**src/rtl/parity_engine_if.sv**
```systemverilog
// Word-source / control-FSM bus for parity_engine: valid/ready data path plus
// start/busy/done control and the registered parity results.
interface parity_engine_if #(
  parameter int unsigned DATA_W = 8,
  parameter int unsigned LEN_W  = 4
);
  logic              start;
  logic [LEN_W-1:0]  frame_len;
  logic              check_en;
  logic              mode;
  logic              exp_parity;
  logic [DATA_W-1:0] data_in;
  logic              data_valid;
  logic              data_ready;
  logic              busy;
  logic              done;
  logic              even_parity;
  logic              odd_parity;
  logic              parity_err;

  modport master (
    output start, frame_len, check_en, mode, exp_parity, data_in, data_valid,
    input  data_ready, busy, done, even_parity, odd_parity, parity_err
  );

  modport slave (
    input  start, frame_len, check_en, mode, exp_parity, data_in, data_valid,
    output data_ready, busy, done, even_parity, odd_parity, parity_err
  );
endinterface

```
**src/rtl/parity_engine.sv**
```systemverilog
// Multi-cycle parity generator/checker: folds BITS_PER_CYCLE bits per clock over
// a frame of frame_len words and optionally checks against an expected bit.
module parity_engine #(
  parameter int unsigned DATA_W         = 8,
  parameter int unsigned BITS_PER_CYCLE = 1,
  parameter int unsigned LEN_W          = 4
) (
  input logic           clk,
  input logic           rst_n,
  parity_engine_if.slave pif
);

  localparam int unsigned SHIFTS = DATA_W / BITS_PER_CYCLE;
  localparam int unsigned CNT_W  = (SHIFTS > 1) ? $clog2(SHIFTS) : 1;
  localparam logic [CNT_W-1:0] LAST_BIT = CNT_W'(SHIFTS - 1);

  localparam logic [1:0] IDLE  = 2'd0;
  localparam logic [1:0] LOAD  = 2'd1;
  localparam logic [1:0] SHIFT = 2'd2;
  localparam logic [1:0] DONE  = 2'd3;

  logic [1:0]        state_q, state_d;
  logic              acc_q, acc_d;
  logic [DATA_W-1:0] shreg_q, shreg_d;
  logic [LEN_W-1:0]  wcnt_q, wcnt_d;
  logic [CNT_W-1:0]  bcnt_q, bcnt_d;
  logic              chk_q, chk_d;
  logic              mode_q, mode_d;
  logic              exp_q, exp_d;
  logic              even_q, even_d;
  logic              odd_q, odd_d;
  logic              err_q, err_d;
  logic              acc_next;

  always_comb begin
    state_d  = state_q;
    acc_d    = acc_q;
    shreg_d  = shreg_q;
    wcnt_d   = wcnt_q;
    bcnt_d   = bcnt_q;
    chk_d    = chk_q;
    mode_d   = mode_q;
    exp_d    = exp_q;
    even_d   = even_q;
    odd_d    = odd_q;
    err_d    = err_q;
    acc_next = acc_q ^ (^shreg_q[BITS_PER_CYCLE-1:0]);

    case (state_q)
      IDLE: begin
        if (pif.start && (pif.frame_len != '0)) begin
          state_d = LOAD;
          wcnt_d  = pif.frame_len;
          chk_d   = pif.check_en;
          mode_d  = pif.mode;
          exp_d   = pif.exp_parity;
          acc_d   = 1'b0;
        end
      end
      LOAD: begin
        if (pif.data_valid) begin
          shreg_d = pif.data_in;
          bcnt_d  = '0;
          state_d = SHIFT;
        end
      end
      SHIFT: begin
        acc_d   = acc_next;
        shreg_d = shreg_q >> BITS_PER_CYCLE;
        bcnt_d  = bcnt_q + 1'b1;
        if (bcnt_q == LAST_BIT) begin
          bcnt_d = '0;
          wcnt_d = wcnt_q - 1'b1;
          // Results are latched on the way into DONE so they hold until the next frame.
          if (wcnt_q == LEN_W'(1)) begin
            state_d = DONE;
            even_d  = acc_next;
            odd_d   = ~acc_next;
            err_d   = chk_q & ((mode_q ? ~acc_next : acc_next) != exp_q);
          end else begin
            state_d = LOAD;
          end
        end
      end
      DONE:    state_d = IDLE;
      default: state_d = IDLE;
    endcase
  end

  always_ff @(posedge clk or negedge rst_n) begin
    if (!rst_n) begin
      state_q <= IDLE;
      acc_q   <= 1'b0;
      shreg_q <= '0;
      wcnt_q  <= '0;
      bcnt_q  <= '0;
      chk_q   <= 1'b0;
      mode_q  <= 1'b0;
      exp_q   <= 1'b0;
      even_q  <= 1'b0;
      odd_q   <= 1'b0;
      err_q   <= 1'b0;
    end else begin
      state_q <= state_d;
      acc_q   <= acc_d;
      shreg_q <= shreg_d;
      wcnt_q  <= wcnt_d;
      bcnt_q  <= bcnt_d;
      chk_q   <= chk_d;
      mode_q  <= mode_d;
      exp_q   <= exp_d;
      even_q  <= even_d;
      odd_q   <= odd_d;
      err_q   <= err_d;
    end
  end

  assign pif.data_ready  = (state_q == LOAD);
  assign pif.busy        = (state_q != IDLE);
  assign pif.done        = (state_q == DONE);
  assign pif.even_parity = even_q;
  assign pif.odd_parity  = odd_q;
  assign pif.parity_err  = err_q;

endmodule

```
**src/flat_wrapper.sv**
```systemverilog
// flat-port wrapper written by rule: the top's interface ports become plain ports
module parity_engine_flat 
#(
  parameter int unsigned DATA_W         = 8,
  parameter int unsigned BITS_PER_CYCLE = 1,
  parameter int unsigned LEN_W          = 4
)
  (clk, rst_n, pif_start, pif_frame_len, pif_check_en, pif_mode, pif_exp_parity, pif_data_in, pif_data_valid, pif_data_ready, pif_busy, pif_done, pif_even_parity, pif_odd_parity, pif_parity_err);
  parity_engine_if #(.DATA_W(DATA_W), .LEN_W(LEN_W)) pif_i ();
  input logic clk;
  input logic rst_n;
  input wire logic [$bits(pif_i.start)-1:0] pif_start;
  input wire logic [$bits(pif_i.frame_len)-1:0] pif_frame_len;
  input wire logic [$bits(pif_i.check_en)-1:0] pif_check_en;
  input wire logic [$bits(pif_i.mode)-1:0] pif_mode;
  input wire logic [$bits(pif_i.exp_parity)-1:0] pif_exp_parity;
  input wire logic [$bits(pif_i.data_in)-1:0] pif_data_in;
  input wire logic [$bits(pif_i.data_valid)-1:0] pif_data_valid;
  output wire logic [$bits(pif_i.data_ready)-1:0] pif_data_ready;
  output wire logic [$bits(pif_i.busy)-1:0] pif_busy;
  output wire logic [$bits(pif_i.done)-1:0] pif_done;
  output wire logic [$bits(pif_i.even_parity)-1:0] pif_even_parity;
  output wire logic [$bits(pif_i.odd_parity)-1:0] pif_odd_parity;
  output wire logic [$bits(pif_i.parity_err)-1:0] pif_parity_err;
  assign pif_i.start = pif_start;
  assign pif_i.frame_len = pif_frame_len;
  assign pif_i.check_en = pif_check_en;
  assign pif_i.mode = pif_mode;
  assign pif_i.exp_parity = pif_exp_parity;
  assign pif_i.data_in = pif_data_in;
  assign pif_i.data_valid = pif_data_valid;
  assign pif_data_ready = pif_i.data_ready;
  assign pif_busy = pif_i.busy;
  assign pif_done = pif_i.done;
  assign pif_even_parity = pif_i.even_parity;
  assign pif_odd_parity = pif_i.odd_parity;
  assign pif_parity_err = pif_i.parity_err;
  parity_engine #(.DATA_W(DATA_W), .BITS_PER_CYCLE(BITS_PER_CYCLE), .LEN_W(LEN_W)) u_core (.clk(clk), .rst_n(rst_n), .pif(pif_i));
endmodule
```
**config.mk**
```make
export PLATFORM = sky130hd
export DESIGN_NAME = parity_engine_flat
export DESIGN_NICKNAME = d
export VERILOG_FILES = /design/src/rtl/parity_engine_if.sv /design/src/rtl/parity_engine.sv /design/src/flat_wrapper.sv
export SDC_FILE = /design/constraint.sdc
export NUM_CORES = 1
export LEC_CHECK = 0
export CAP_MARGIN = 10
export CORE_MARGIN = 5
export CORE_UTILIZATION = 25
export DETAILED_ROUTE_END_ITERATION = 10
export GPL_TIMING_DRIVEN = 1
export PLACE_DENSITY_LB_ADDON = 0.05
export SLEW_MARGIN = 20
export SYNTH_ARGS = -nofsm -noshare
export SYNTH_HDL_FRONTEND = slang
export SYNTH_SLANG_ARGS = --single-unit
```
**constraint.sdc**
```tcl
create_clock -name clk -period 2.12 [get_ports clk]
set_input_delay 0.318 -clock clk [delete_from_list [all_inputs] [get_ports clk]]
set_output_delay 0.318 -clock clk [all_outputs]
set_load 0.1 [all_outputs]
```
layer_met3.png
(6 px per µm)
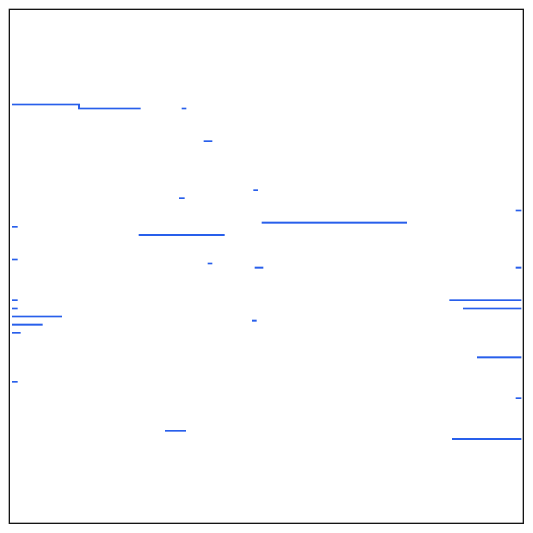
The wires run mostly horizontal. The longest straight run is 23.9 µm. 21 nets have wire on it.

congestion.png
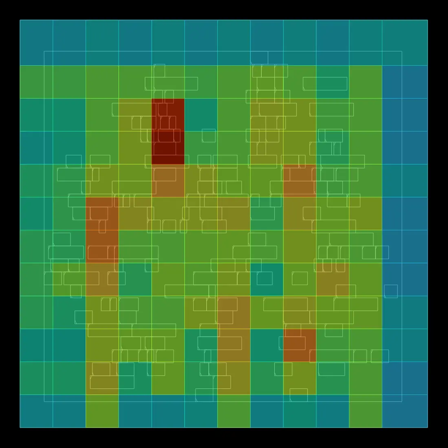
average routed wire per standard cell: 14.3 µm
highest-utilization routing layer at the global route stage: met2
grt met2 use: 16.3%

==> summary.txt <==
Physical implementation status

The synthesis stats list as the most numerous cell sky130_fd_sc_hd__dfrtp_1. Setup repair after global routing left no endpoint under its margin. For reference, the final report shows the hold violation count at 0. The area recorded from the Yosys report for this design is 1420 µm². The total detailed-routing wirelength stands at 3350 µm. The number of placed cells counting well taps stands at 231.

The count of nets left with antenna violations after detail routing stands at 0. The number of optimization iterations in the first detailed-route pass stands at 4. The first global-routing pass estimated 5840 µm of wire.

After synthesis, the mean cell area works out to 10.6 µm². The synthesized design contains 24 register bits. On met3, the global router reports a usage of 2.23%. Buffers inserted to repair hold after CTS numbered 0.

The count of routing violations after the opening detailed-route iteration stands at 36. The unique cell type count in the Yosys netlist stands at 42. In the final design database the tool counted 187 nets. Per the OpenROAD floorplan log, the height of the die is 85.4 µm. The run finished with clean final reports.

The slew at the pin closest to its max-slew limit stands at 0.560 ns. The part of the cycle the worst path needs stands at 85.3%. The largest net degree at the start of global routing stands at 25. Fill cells in the final layout number 565. Per the timing report, the achievable frequency comes out to 553 MHz. The worst IR drop on VDD stands at 0.735 mV. The minimum clock period stands at 1.81 ns.

The H-tree depth stands at 1. The floorplan core area stands at 5510 µm². Detailed placement ended at an HPWL of 2550 µm. Across all hold checks on the routed design, the worst slack comes to 0.412 ns. The script computed a power per unit cell area of 1410 nW/µm². After detailed routing, the number of remaining DRC violations is 0. Counting instances in the post-synthesis netlist gives the leading cell types as sky130_fd_sc_hd__dfrtp_1, sky130_fd_sc_hd__o21ai_0, sky130_fd_sc_hd__nand2_1.

The clock tree has to reach 24 sinks. The post-synthesis cell count from yosys stands at 134. Counting flops with an async set or reset pin after synthesis yields a share of 100%. Post-CTS repair changed the size of 0 cells. The setup TNS stands at 0 ns.

The total global-route track usage stands at 9.91%. The number of antenna diodes stands at 0. The synthesized netlist net count stands at 157. For this block, the via count after detailed routing is 1123. For reference, the top cells by area after synthesis are sky130_fd_sc_hd__dfrtp_1, sky130_fd_sc_hd__mux2i_1, sky130_fd_sc_hd__mux2_2. In the synthesized netlist the dominant register cell turns out to be sky130_fd_sc_hd__dfrtp_1. The setup path with the least slack is of type flip-flop to output port. Counting pins that exceed their max-slew limit in the final report gives 0. Per the slew report, the remaining headroom to the max-slew limit stands at 62.6%. Looking at area per cell type in the netlist, the leader is sky130_fd_sc_hd__dfrtp_1. Checking hold timing, the worst path is listed with class primary input to async pin.

The stage logs contain a warning count of 27. Once the floorplan was initialized, standard cells occupied 25.8% of the core. The number of buffers added for setup after CTS stands at 0. After layout, the worst setup slack is 0.312 ns.

The synthesized instance count stands at 134. Per the post-place timing report, worst setup slack is 0.313 ns. In the CTS report, the clock slew at the register clock pins of the worst setup and hold paths is listed as 0.09 ns.

The fraction of synthesized cell area taken by the top area cell type stands at 42.2%. STA classifies the critical path startpoint as a flip-flop. On met1, the global router reports a usage of 12.3%. The critical-path maximum fanout stands at 10. The clock skew after layout stands at 0.00209 ns. The tree is rooted in a sky130_fd_sc_hd__clkbuf_8. The die area stands at 7300 µm². The synthesis log from Yosys contains 0 warnings.

The longest clock path from root to sink contains 2 buffers. The number of port buffers stands at 24. The number of global-route vias before repair stands at 1237. After floorplanning, the core was divided into 27 placement rows. In this run, synthesis inferred 0 flip-flops with an integrated enable.

TritonCTS built the clock tree. The average via count per standard cell stands at 4.78. The number of failing setup endpoints in the final timing report stands at 0.
sizes.png
(4 px per µm)
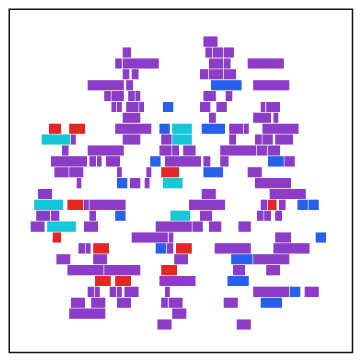
Key: cyan = _6 and larger [cells 7]; red = _2 cells [cells 11]; blue = _3 and _4 cells [cells 17]; purple = _0 and _1 cells [cells 128]

placement_by_type.png
(4 px per µm) Fill, decap, tap and diode cells in grey.
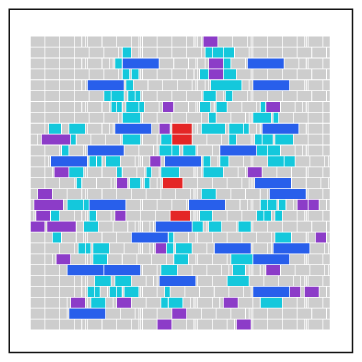
Key: blue = sequential cells [cells 24]; red = clock drivers and dummy loads [cells 4]; cyan = combinational and other logic [cells 104]; purple = remaining buffers and delay cells [cells 31]

-- stage by stage --
step	instance area, µm²	utilization [%]	total power, mW
6_report	1850	33.5	2.60
5_1_grt	1850	33.5	2.82
4_1_cts	1850	33.5	2.64
3_5_place_dp	1790	32.5	2.31
3_3_place_gp	1790	32.5	2.27
2_1_floorplan	1430	-	1.90
-- critical path, cell delays in order (launching register included) --
cell	delay [ns]
sky130_fd_sc_hd__dfrtp_1	0.51
sky130_fd_sc_hd__buf_4	0.23
sky130_fd_sc_hd__or2_2	0.30
sky130_fd_sc_hd__buf_12	0.17
-- state kept, by name, summed over array words and instances (netlist names) --
register,cells
u_core.exp_q,1
u_core.pif.parity_err,1
u_core.chk_q,1
u_core.state_q,2
u_core.wcnt_q,4
u_core.pif.odd_parity,1
u_core.bcnt_q,3
u_core.acc_q,1
u_core.mode_q,1
u_core.shreg_q,8
u_core.pif.even_parity,1
-- layout by cell type (no fill, tap or decap), types with 3 or more instances in the layout --
master,Yosys,routed
sky130_fd_sc_hd__mux2_2,7,7
sky130_fd_sc_hd__mux2_4,3,3
sky130_fd_sc_hd__clkdlybuf4s50_1,0,18
sky130_fd_sc_hd__nand3b_1,3,3
sky130_fd_sc_hd__dfrtp_1,24,24
sky130_fd_sc_hd__xnor2_1,5,5
sky130_fd_sc_hd__a21oi_1,7,7
sky130_fd_sc_hd__buf_12,0,3
sky130_fd_sc_hd__nand2_1,11,11
sky130_fd_sc_hd__nand3_1,3,3
sky130_fd_sc_hd__clkbuf_8,0,4
sky130_fd_sc_hd__ha_1,4,4
sky130_fd_sc_hd__mux2i_1,8,8
sky130_fd_sc_hd__buf_4,2,10
sky130_fd_sc_hd__o21ai_0,15,15
sky130_fd_sc_hd__inv_1,7,7
-- layout make-up --
class	count	area, µm²	area share [%]
inverters	7	26.3	1.42
repair buffers	31	315	17.1
flip-flops and latches	24	601	32.5
multi-input cells	97	758	41.1
well taps	72	90.1	4.88
clock buffers	4	55.1	2.98
-- report_power, final --
| part | internal (mW) | switching, mW | leakage, nW |
|---|---|---|---|
| Sequential | 0.656 | 0.232 | 0.301 |
| Combinational | 0.668 | 0.720 | 0.481 |
| Clock | 0.166 | 0.155 | 0.0288 |
| Total | 1.49 | 1.11 | 0.810 |
-- worst paths after layout --
kind	slack, ns	endpoint	cells after the start	startpoint
worst max-delay path	0.31	pif_busy	3	u_core.state_q[0]
worst min-delay path	0.41	u_core.chk_q	2	rst_n
worst max register to register	0.46	u_core.mode_q	3	u_core.state_q[1]
worst min register to register	0.50	u_core.pif.odd_parity	1	u_core.pif.odd_parity
max in group asynchronous	1.45	u_core.wcnt_q[0]	2	rst_n
min in group clk	0.50	u_core.pif.odd_parity	1	u_core.pif.odd_parity
-- cell families after synthesis --
family	Yosys count	synth area share [%]
simple gates	35	16.2
compound gates	33	14.6
flops	24	42.2
mux	19	15.1
buf+inv	13	4.66
xor+xnor	6	3.69
fa+ha+maj	4	3.52
-- per-layer routing --
metal | part of all wire, % | up-vias
li1 | - | 537
met1 | 45 | 550
met2 | 49 | 27
met3 | 3.8 | 9
met4 | 2.3 | 0
met5 | 0 | -
Power figures rest on the tool's default switching activity, not on a simulated workload.
